File: src/rtl/kb_event_rx_pkg.sv
// Shared definitions for the PS/2 key-event receiver: prefix bytes, frame length,
// FSM encodings and the 10-bit event payload.
package kb_event_rx_pkg;

    localparam logic [7:0]  KB_PFX_EXT   = 8'hE0;
    localparam logic [7:0]  KB_PFX_BRK   = 8'hF0;
    localparam int unsigned KB_FRAME_LEN = 11;
    localparam int unsigned KB_EVT_W     = 10;

    typedef enum logic {
        FRM_IDLE = 1'b0,
        FRM_RECV = 1'b1
    } frm_state_e;

    typedef enum logic [1:0] {
        PFX_BASE    = 2'd0,
        PFX_EXT     = 2'd1,
        PFX_BRK     = 2'd2,
        PFX_EXT_BRK = 2'd3
    } pfx_state_e;

    typedef struct packed {
        logic [7:0] code;
        logic       brk;
        logic       ext;
    } kb_evt_t;

    // Odd parity over data + parity bit
    function automatic logic odd_parity_ok(input logic [8:0] d);
        return ^d;
    endfunction

endpackage

File: src/rtl/kb_event_fifo.sv
// DEPTH x 10-bit first-word-fall-through FIFO with registered head, level and sticky overflow.
module kb_event_fifo
    import kb_event_rx_pkg::*;
#(
    parameter int unsigned DEPTH = 8
) (
    input  logic                         clk,
    input  logic                         i_sclr,
    input  logic                         i_push,
    input  kb_evt_t                      i_data,
    input  logic                         i_pop,
    output logic                         o_valid,
    output kb_evt_t                      o_head,
    output logic [$clog2(DEPTH+1)-1:0]   o_level,
    output logic                         o_full_c,
    output logic                         o_empty_c,
    output logic                         o_overflow
);

    localparam int unsigned AW = $clog2(DEPTH);
    localparam int unsigned LW = $clog2(DEPTH + 1);

    kb_evt_t         mem_q [DEPTH];
    kb_evt_t         mem_d [DEPTH];
    logic [AW-1:0]   wr_ptr_q, wr_ptr_d;
    logic [AW-1:0]   rd_ptr_q, rd_ptr_d;
    logic [LW-1:0]   level_q, level_d;
    logic            valid_q, valid_d;
    kb_evt_t         head_q, head_d;
    logic            ovf_q, ovf_d;
    logic            push_ok, pop_ok;

    assign o_full_c  = (level_q == LW'(DEPTH));
    assign o_empty_c = (level_q == '0);

    always_comb begin
        mem_d    = mem_q;
        wr_ptr_d = wr_ptr_q;
        rd_ptr_d = rd_ptr_q;
        level_d  = level_q;
        ovf_d    = ovf_q;
        head_d   = '0;

        pop_ok  = i_pop & ~o_empty_c;
        push_ok = i_push & (~o_full_c | pop_ok);
        ovf_d   = ovf_q | (i_push & ~push_ok);

        if (push_ok) begin
            mem_d[wr_ptr_q] = i_data;
            wr_ptr_d        = wr_ptr_q + AW'(1);
        end
        if (pop_ok) begin
            rd_ptr_d = rd_ptr_q + AW'(1);
        end
        case ({push_ok, pop_ok})
            2'b10:   level_d = level_q + LW'(1);
            2'b01:   level_d = level_q - LW'(1);
            default: level_d = level_q;
        endcase

        // Head is registered, so bypass the write data when it lands in the new head slot
        valid_d = (level_d != '0);
        if (valid_d) begin
            head_d = (push_ok && (wr_ptr_q == rd_ptr_d)) ? i_data : mem_q[rd_ptr_d];
        end
    end

    always_ff @(posedge clk) begin
        if (i_sclr) begin
            wr_ptr_q <= '0;
            rd_ptr_q <= '0;
            level_q  <= '0;
            valid_q  <= 1'b0;
            head_q   <= '0;
            ovf_q    <= 1'b0;
        end else begin
            wr_ptr_q <= wr_ptr_d;
            rd_ptr_q <= rd_ptr_d;
            level_q  <= level_d;
            valid_q  <= valid_d;
            head_q   <= head_d;
            ovf_q    <= ovf_d;
        end
        mem_q <= mem_d;
    end

    assign o_valid    = valid_q;
    assign o_head     = head_q;
    assign o_level    = level_q;
    assign o_overflow = ovf_q;

endmodule

File: src/rtl/kb_event_rx.sv
// PS/2 keyboard receiver: clock filter, frame deserialiser with watchdog, E0/F0 prefix folding
// and event FIFO. Define KB_PARITY_CHECK_EN to reject frames with bad odd parity.
module kb_event_rx
    import kb_event_rx_pkg::*;
#(
    parameter int unsigned DEPTH       = 8,
    parameter int unsigned FILTER_LEN  = 4,
    parameter int unsigned TIMEOUT_CYC = 50000
) (
    input  logic                         clk,
    input  logic                         i_sclr,
    input  logic                         i_ps2_clk_n,
    input  logic                         i_ps2_dat,
    output logic                         o_evt_valid,
    input  logic                         i_evt_ready,
    output logic [7:0]                   o_evt_code,
    output logic                         o_evt_break,
    output logic                         o_evt_ext,
    output logic [$clog2(DEPTH+1)-1:0]   o_fifo_level,
    output logic                         o_overflow,
    output logic                         o_frame_err
);

    localparam int unsigned FW = $clog2(FILTER_LEN + 1);
    localparam int unsigned WW = $clog2(TIMEOUT_CYC + 1);

    logic          clk_s1_q, clk_s1_d, clk_s2_q, clk_s2_d;
    logic          dat_s1_q, dat_s1_d, dat_s2_q, dat_s2_d;
    logic          filt_q, filt_d;
    logic [FW-1:0] fcnt_q, fcnt_d;
    logic          edge_q, edge_d;
    frm_state_e    frm_q, frm_d;
    logic [3:0]    bit_cnt_q, bit_cnt_d;
    logic [8:0]    shift_q, shift_d;
    logic [WW-1:0] wd_q, wd_d;
    logic          byte_valid_q, byte_valid_d;
    logic [7:0]    byte_q, byte_d;
    logic          frame_err_q, frame_err_d;
    pfx_state_e    pfx_q, pfx_d;
    logic          parity_ok;
    logic          evt_push;
    kb_evt_t       evt;
    logic          fifo_pop;
    logic          fifo_full_c, fifo_empty_c;
    kb_evt_t       head;

`ifdef KB_PARITY_CHECK_EN
    assign parity_ok = odd_parity_ok(shift_q);
`else
    assign parity_ok = 1'b1;
`endif

    always_comb begin
        clk_s1_d     = i_ps2_clk_n;
        clk_s2_d     = clk_s1_q;
        dat_s1_d     = i_ps2_dat;
        dat_s2_d     = dat_s1_q;
        filt_d       = filt_q;
        fcnt_d       = '0;
        frm_d        = frm_q;
        bit_cnt_d    = bit_cnt_q;
        shift_d      = shift_q;
        wd_d         = wd_q;
        byte_valid_d = 1'b0;
        byte_d       = byte_q;
        frame_err_d  = 1'b0;
        pfx_d        = pfx_q;
        evt_push     = 1'b0;
        evt.code     = byte_q;
        evt.brk      = (pfx_q == PFX_BRK) || (pfx_q == PFX_EXT_BRK);
        evt.ext      = (pfx_q == PFX_EXT) || (pfx_q == PFX_EXT_BRK);

        // Level changes only after FILTER_LEN consecutive samples disagree with it
        if (clk_s2_q != filt_q) begin
            if (fcnt_q == FW'(FILTER_LEN - 1)) begin
                filt_d = clk_s2_q;
            end else begin
                fcnt_d = fcnt_q + FW'(1);
            end
        end
        edge_d = filt_q & ~filt_d;

        case (frm_q)
            FRM_IDLE: begin
                wd_d = '0;
                if (edge_q && !dat_s2_q) begin
                    frm_d     = FRM_RECV;
                    bit_cnt_d = 4'd1;
                end
            end
            FRM_RECV: begin
                if (edge_q) begin
                    wd_d = '0;
                    if (bit_cnt_q == 4'(KB_FRAME_LEN - 1)) begin
                        frm_d = FRM_IDLE;
                        if (dat_s2_q && parity_ok) begin
                            byte_valid_d = 1'b1;
                            byte_d       = shift_q[7:0];
                        end else begin
                            frame_err_d = 1'b1;
                        end
                    end else begin
                        shift_d   = {dat_s2_q, shift_q[8:1]};
                        bit_cnt_d = bit_cnt_q + 4'd1;
                    end
                end else if (wd_q == WW'(TIMEOUT_CYC - 1)) begin
                    frm_d       = FRM_IDLE;
                    frame_err_d = 1'b1;
                end else begin
                    wd_d = wd_q + WW'(1);
                end
            end
            default: frm_d = FRM_IDLE;
        endcase

        // Prefix folding: E0/F0 only move state, everything else emits an event
        if (byte_valid_q) begin
            if ((pfx_q == PFX_BASE) && (byte_q == KB_PFX_EXT)) begin
                pfx_d = PFX_EXT;
            end else if ((pfx_q == PFX_BASE) && (byte_q == KB_PFX_BRK)) begin
                pfx_d = PFX_BRK;
            end else if ((pfx_q == PFX_EXT) && (byte_q == KB_PFX_BRK)) begin
                pfx_d = PFX_EXT_BRK;
            end else begin
                evt_push = 1'b1;
                pfx_d    = PFX_BASE;
            end
        end
    end

    always_ff @(posedge clk) begin
        if (i_sclr) begin
            clk_s1_q     <= 1'b1;
            clk_s2_q     <= 1'b1;
            dat_s1_q     <= 1'b1;
            dat_s2_q     <= 1'b1;
            filt_q       <= 1'b1;
            fcnt_q       <= '0;
            edge_q       <= 1'b0;
            frm_q        <= FRM_IDLE;
            bit_cnt_q    <= '0;
            shift_q      <= '0;
            wd_q         <= '0;
            byte_valid_q <= 1'b0;
            byte_q       <= '0;
            frame_err_q  <= 1'b0;
            pfx_q        <= PFX_BASE;
        end else begin
            clk_s1_q     <= clk_s1_d;
            clk_s2_q     <= clk_s2_d;
            dat_s1_q     <= dat_s1_d;
            dat_s2_q     <= dat_s2_d;
            filt_q       <= filt_d;
            fcnt_q       <= fcnt_d;
            edge_q       <= edge_d;
            frm_q        <= frm_d;
            bit_cnt_q    <= bit_cnt_d;
            shift_q      <= shift_d;
            wd_q         <= wd_d;
            byte_valid_q <= byte_valid_d;
            byte_q       <= byte_d;
            frame_err_q  <= frame_err_d;
            pfx_q        <= pfx_d;
        end
    end

    assign fifo_pop = i_evt_ready & ~fifo_empty_c;

    kb_event_fifo #(
        .DEPTH (DEPTH)
    ) u_fifo (
        .clk        (clk),
        .i_sclr     (i_sclr),
        .i_push     (evt_push),
        .i_data     (evt),
        .i_pop      (fifo_pop),
        .o_valid    (o_evt_valid),
        .o_head     (head),
        .o_level    (o_fifo_level),
        .o_full_c   (fifo_full_c),
        .o_empty_c  (fifo_empty_c),
        .o_overflow (o_overflow)
    );

    assign o_evt_code  = head.code;
    assign o_evt_break = head.brk;
    assign o_evt_ext   = head.ext;
    assign o_frame_err = frame_err_q;

endmodule
File: config.mk
export PLATFORM = sky130hd
export DESIGN_NAME = kb_event_rx
export DESIGN_NICKNAME = d
export VERILOG_FILES = /design/src/rtl/kb_event_rx_pkg.sv /design/src/rtl/kb_event_fifo.sv /design/src/rtl/kb_event_rx.sv
export SDC_FILE = /design/constraint.sdc
export NUM_CORES = 1
export LEC_CHECK = 0
export CORE_MARGIN = 4
export CORE_UTILIZATION = 49
export DETAILED_ROUTE_END_ITERATION = 10
export PLACE_DENSITY = 0.77
export RECOVER_POWER = 100
export REMOVE_ABC_BUFFERS = 1
export SLEW_MARGIN = 20
export SYNTH_ARGS = -nofsm -noshare
export SYNTH_HDL_FRONTEND = slang
export SYNTH_SLANG_ARGS = --single-unit
File: constraint.sdc
create_clock -name clk -period 3.62 [get_ports clk]
set_input_delay 0.724 -clock clk [delete_from_list [all_inputs] [get_ports clk]]
set_output_delay 0.724 -clock clk [all_outputs]
set_load 0.01 [all_outputs]
Fig. 1: clock nets
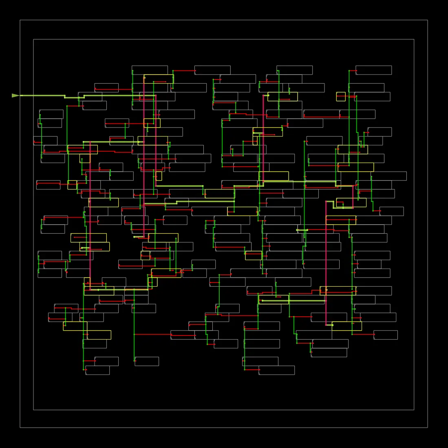
clock buf count: 22
Flops: 153
clock buffer count from CTS: 17
Clk Latency, worst-skew pair: 0.42 ns
clk_skew: 0.00717 ns

Fig. 2: gate families picked out
The bar under the picture is 50 um long.
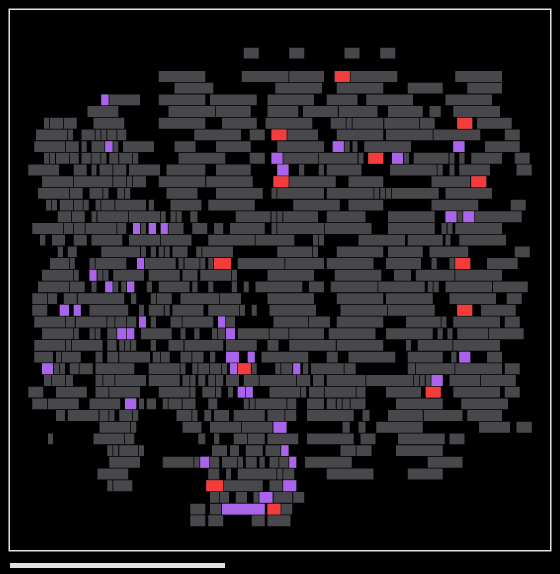
- non-inverting ao/oa cells: red (cells 13)
- aoi and oai cells: purple (cells 40)

==> out/qor.csv <==
metric;value;unit
status;completed;
fillers;1067;
met1_length;5720;um
hold_path_depth;1;
p_per_area;459;nW/um^2
lay_top_cells;edfxtp_1 (80), nand2_1 (73), dfxtp_1 (72);
max_slew.worst_pin.slew;1.48;ns
maxCapViolCount;0;
p_seq;1.81;mW
max-vdd-ir-drop;0.360;mV
syn_inst;529;
antenna_found_initial;0;
final-nonclk-buf-share;4.97;%
topCellsByArea;edfxtp_1 (35%), dfxtp_1 (22%), mux4_2 (13%);
synth-xor-area-share;3.45;%
holdPathEnd;clk_s2_q$_SDFF_PP1_;
worstPathArrival;3.86;ns
io_pins;22;
chipArea;15800;sq um
inv_count;10;
grt_max_degree;37;
hold_viol_final;0;
hp-class;flop to flop;
final_area;7930;sq um
required;3.94;ns
critPathBufInv;1;
drt_iter0_markers;247;
endpoint;u_fifo.o_head[0]$_SDFF_PP0_;
synth.avg_cell_area;12.8;sq um
vias;4406;
taps;176;
warnings;27;
r2r_slack;0.08;ns
routabilityCongestion;0.753;
yosys_cells;529;
die_width;126;um
crit_path_end_kind;flop;
via_per_inst;5.82;
cts-root-buf;clkbuf_16;
adder_share;1.85;%
synthToLayoutAreaGrowth;17.0;%
fin_cells;757;
clkCellAreaFrac;7.82;%
finalSetupViolations;0;
diodes;0;
clockBufferDepth;2;
grt_pass1_wl;23200;um
Fig. 3: ports around the boundary
Pins as bars across the die edge, other pins in grey.
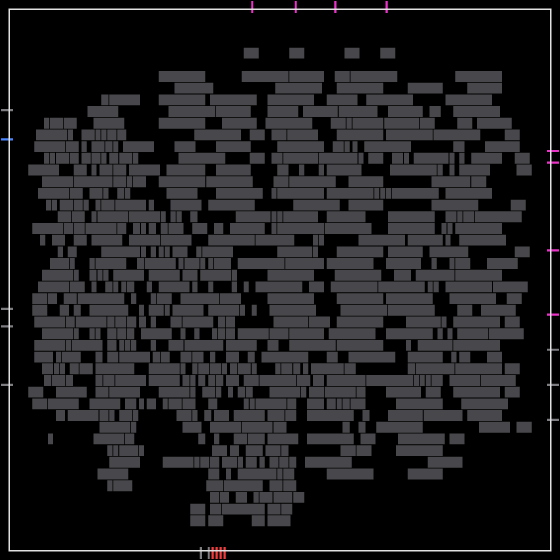
- `o_evt_code`: magenta (pins 8; direction output; edge 4 east, 4 north)
- `o_fifo_level`: red (pins 4; direction output; edge south)
- `i_sclr`: blue (pins 1; direction input; edge west)
- all pins by edge: 7 east, 6 south, 5 west, 4 north

Fig. 4: sequential cells coloured by netlist name
The bar under the picture is 50 um long.
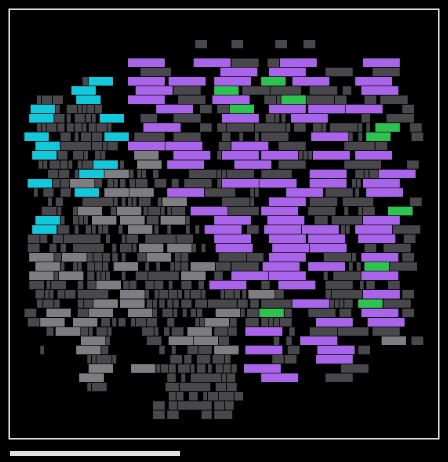
- `u_fifo.mem_q`: purple (sequential cells 80)
- `u_fifo.o_head`: green (sequential cells 10)
- `wd_q`: cyan (sequential cells 16)

Power figures rest on the tool's default switching activity, not on a simulated workload.
